Figure 1. Placed cells, one color a class.
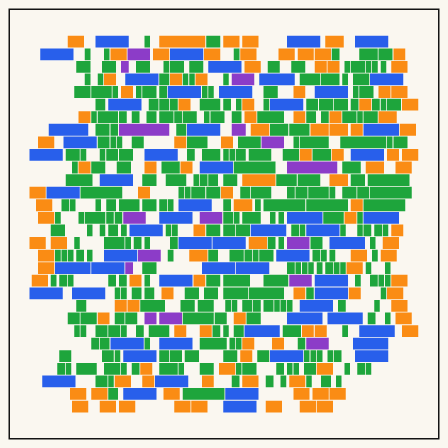
Figure 2. Sequential cells grouped by signal name.
Bar = 20 µm. Other sequential cells in the stronger gray, the rest of the logic in the fainter gray.
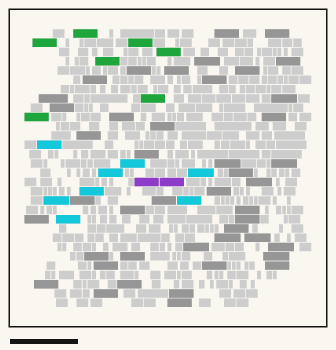
Figure 3. Placement view.
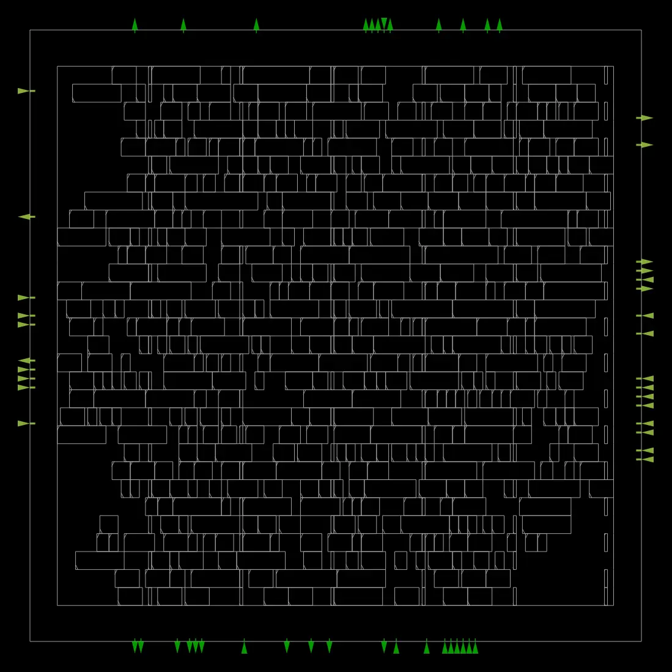
Figure 4. Local utilization.
The die is cut into 9 by 9 equal tiles; white is low, dark blue is high, 0 to 100% covered.
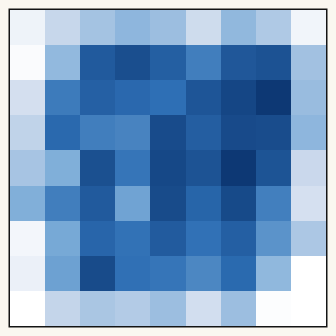
==> config.mk <==
export PLATFORM = sky130hd
export DESIGN_NAME = neuron_buffer_swap_ctrl
export DESIGN_NICKNAME = d
export VERILOG_FILES = /design/src/rtl/neuron_buffer_swap_ctrl.sv
export SDC_FILE = /design/constraint.sdc
export NUM_CORES = 1
export LEC_CHECK = 0
export CORE_MARGIN = 4
export CORE_UTILIZATION = 45
export DETAILED_ROUTE_END_ITERATION = 10
export GPL_TIMING_DRIVEN = 1
export PLACE_DENSITY_LB_ADDON = 0.12
export SETUP_SLACK_MARGIN = 0.3
export SYNTH_ARGS = -nofsm -noshare
export SYNTH_HDL_FRONTEND = slang
export SYNTH_SLANG_ARGS = --single-unit
==> constraint.sdc <==
create_clock -name CLK -period 2.2 [get_ports CLK]
set_input_delay 0.22 -clock CLK [delete_from_list [all_inputs] [get_ports CLK]]
set_output_delay 0.22 -clock CLK [all_outputs]
set_load 0.02 [all_outputs]
==> src/rtl/neuron_buffer_swap_ctrl.sv <==
// Ping-pong neuron buffer sequencer: drives read/write addresses and the buffer-role select,
// and swaps roles once both passes finish. NBUF_STALL_COUNT_EN adds a one-sided stall counter.
module neuron_buffer_swap_ctrl #(
  parameter int unsigned depth = 2,
  parameter int unsigned A     = 7,
  parameter int unsigned P     = 8
) (
  input  logic         CLK,
  input  logic         reset,
  input  logic         start,
  input  logic [A:0]   numReads,
  input  logic [A:0]   numWrites,
  input  logic [P-1:0] numPasses,
  input  logic         rdReq,
  output logic         rdValid,
  input  logic         wrValid,
  output logic         wrReady,
  output logic         writeEnable,
  output logic         readBufferSelect,
  output logic [A-1:0] readBuffAddress,
  output logic [A-1:0] writeBuffAddress,
  output logic [P-1:0] passIndex,
  output logic         busy,
  output logic         done
`ifdef NBUF_STALL_COUNT_EN
  ,
  output logic [15:0]  stallCycles
`endif
);

  // depth only documents the swapper lane count; nothing here depends on it.
  if (depth < 32) begin : g_depth_ok
  end

  typedef enum logic [1:0] {StIdle, StRun, StSwap} state_e;

  state_e state_q, state_d;

  logic [A:0]   rd_cnt_q, wr_cnt_q;
  logic [A:0]   num_reads_q, num_writes_q;
  logic [P-1:0] num_passes_q, pass_q;
  logic [A-1:0] rd_addr_q;
  logic         sel_q;
  logic         rd_issued_q;
  logic         rd_valid_q;
  logic         done_q;

  logic rd_done, wr_done, rd_accept, wr_ready, last_pass, start_acc, run_exit;

  always_comb begin
    rd_done   = (rd_cnt_q == num_reads_q);
    wr_done   = (wr_cnt_q == num_writes_q);
    rd_accept = (state_q == StRun) && rdReq && (rd_cnt_q < num_reads_q);
    wr_ready  = (state_q == StRun) && (wr_cnt_q < num_writes_q);
    last_pass = (pass_q == (num_passes_q - P'(1)));
    start_acc = (state_q == StIdle) && start;
    // The last accepted read must have shown its rdValid before the roles flip.
    run_exit  = (state_q == StRun) && rd_done && wr_done && !rd_issued_q;
  end

  always_comb begin
    state_d = state_q;
    unique case (state_q)
      StIdle:  if (start) state_d = StRun;
      StRun:   if (run_exit) state_d = StSwap;
      StSwap:  state_d = last_pass ? StIdle : StRun;
      default: state_d = StIdle;
    endcase
  end

  always_ff @(posedge CLK) begin
    if (reset) begin
      state_q      <= StIdle;
      rd_cnt_q     <= '0;
      wr_cnt_q     <= '0;
      num_reads_q  <= '0;
      num_writes_q <= '0;
      num_passes_q <= '0;
      pass_q       <= '0;
      rd_addr_q    <= '0;
      sel_q        <= 1'b0;
      rd_issued_q  <= 1'b0;
      rd_valid_q   <= 1'b0;
      done_q       <= 1'b0;
    end else begin
      state_q     <= state_d;
      done_q      <= 1'b0;
      rd_issued_q <= rd_accept;
      rd_valid_q  <= rd_issued_q;

      if (start_acc) begin
        num_reads_q  <= numReads;
        num_writes_q <= numWrites;
        num_passes_q <= (numPasses == '0) ? P'(1) : numPasses;
        rd_cnt_q     <= '0;
        wr_cnt_q     <= '0;
        pass_q       <= '0;
      end

      if (rd_accept) begin
        rd_addr_q <= rd_cnt_q[A-1:0];
        rd_cnt_q  <= rd_cnt_q + (A+1)'(1);
      end

      if (wrValid && wr_ready) begin
        wr_cnt_q <= wr_cnt_q + (A+1)'(1);
      end

      // Role flip and counter clear take effect as SWAP is entered.
      if (run_exit) begin
        sel_q     <= ~sel_q;
        rd_cnt_q  <= '0;
        wr_cnt_q  <= '0;
        rd_addr_q <= '0;
      end

      if (state_q == StSwap) begin
        if (last_pass) begin
          done_q <= 1'b1;
        end else begin
          pass_q <= pass_q + P'(1);
        end
      end
    end
  end

`ifdef NBUF_STALL_COUNT_EN
  logic [15:0] stall_q;

  always_ff @(posedge CLK) begin
    if (reset || start_acc) begin
      stall_q <= '0;
    end else if ((state_q == StRun) && (rd_done ^ wr_done) && (stall_q != 16'hFFFF)) begin
      stall_q <= stall_q + 16'd1;
    end
  end

  assign stallCycles = stall_q;
`endif

  assign rdValid          = rd_valid_q;
  assign wrReady          = wr_ready;
  assign writeEnable      = wrValid && wr_ready;
  assign readBufferSelect = sel_q;
  assign readBuffAddress  = rd_addr_q;
  assign writeBuffAddress = wr_cnt_q[A-1:0];
  assign passIndex        = pass_q;
  assign busy             = (state_q != StIdle);
  assign done             = done_q;

endmodule

==> out/writeup.txt <==
With the post-synthesis compound-gate area fraction at 0.138, the final critical path time including I/O delays and setup is 2280 ps. For this run the aggregate overflow at the end of global routing stands at 0. The worst setup path is captured at a register.

In the setup report, the worst path falls into the class register to register. The run gives 1.13 mW for the clock group power. The count of final hold-check violations is 0. With the count of instantiated cells in the yosys netlist at 402, the post-synthesis sequential element count is 61. Most heavily used metal layer in global routing: met2. The clock power share was 0.395; the setup-violating endpoint count in the final report was 10. The top contributor to total power was sequential cells. Buffers added to address setup during post-CTS repair amount to 10. The Yosys chip area was 3220 µm²; the final critical-path setup slack was -75.4 ps. The endpoint of the worst hold path is reported as num_reads_q[6]$_SDFFE_PP0P_.

The worst register-to-register path has a setup slack of -80 ps. Per the synthesis report, the dominant area consumer among library cells is sky130_fd_sc_hd__dfxtp_1. The fraction of the core area occupied by cells at floorplan is 0.468.

The H-tree was split into 3 levels. The async set-or-reset flop fraction in the synthesized netlist works out to 0. The detailed router finished its first iteration with 124 violations. The chip occupies 8560 µm². The switching power of the nets is 771 µW, and the count of multi-input combinational gates is 295. On the critical path the largest part of the delay comes from simple AND/OR/NAND/NOR gates. The top-area cell type share of the netlist area was 0.380. The run gives 0.370 for the met2 track utilization from global routing. TritonCTS built the clock tree.

The tools report the capture instance of the worst register-to-register path as wr_cnt_q[4]$_SDFFE_PP0P_. The run gives 0.380 as the sequential area share after synthesis. The analysis reports a worst IR drop on VDD of 0.338 mV.

The highest layer touched by signal routing is met4. Area fraction in and, or, nand and nor cells after synthesis: 0.287. The final reports fail on setup timing. The post-cts hold-fix buffer tally was 0.

The run gives 0 as the initial antenna violation count. The reg-to-reg critical path startpoint was num_writes_q[7]$_SDFFE_PP0P_. The run gives 396 µm for the sum of met3 wire segment lengths after detailed routing.

The tools report the number of global-route vias before repair as 3112. The data required time reported for the critical path is 2440 ps. In the layout the commonest cells are sky130_fd_sc_hd__nand2_1 (77), sky130_fd_sc_hd__clkdlybuf4s50_1 (54), sky130_fd_sc_hd__buf_4 (50).

The count of nets left with antenna violations once routing finished came out at 0. In the log, the iteration count for the first detailed-route pass is 4. The synthesis run identifies the leading combinational cell family as simple AND/OR/NAND/NOR gates. The flow ran to the end, but the final reports show violations. With the switching part of the total at 0.270, the maximum number of pins on one net before global-route repair is 41. The run gives 0.0457 for the fraction of area in clock buffers and inverters.

The fraction of the mapped netlist area in adder cells works out to 0.0778. The fraction of met1 tracks used by global routing was 0.261; the number of fill cells was 549. The most frequent standard cell in the layout excluding fill and tap cells is sky130_fd_sc_hd__nand2_1.
About Figure 1:
purple -> clock drivers and dummy loads  # cells 16, share of their area 4.7%
blue -> sequential cells  # cells 61, share of their area 26%
green -> combinational and other logic  # cells 318, share of their area 47%
orange -> remaining buffers and delay cells  # cells 116, share of their area 23%

About Figure 2:
purple -> state_q  # sequential cells 2
cyan -> num_reads_q  # sequential cells 8
green -> readBuffAddress  # sequential cells 7
register share of the cell area: 0.253
Seq. pwr: 1.17 mW
Layout Utilization: 0.714
register area: 1240 µm²

About Figure 3:
Placeable Area: 6870 µm²
well-tap cell count: 96
seq_cells: 61
Core Rows: 30

About Figure 4:
densest ninth of the die = center
fullest tile = 97%
nearly empty tiles = 4.9%
mean over tiles = 56%
tiles over 75% full = 36%

Power and IR drop assume default switching activity.
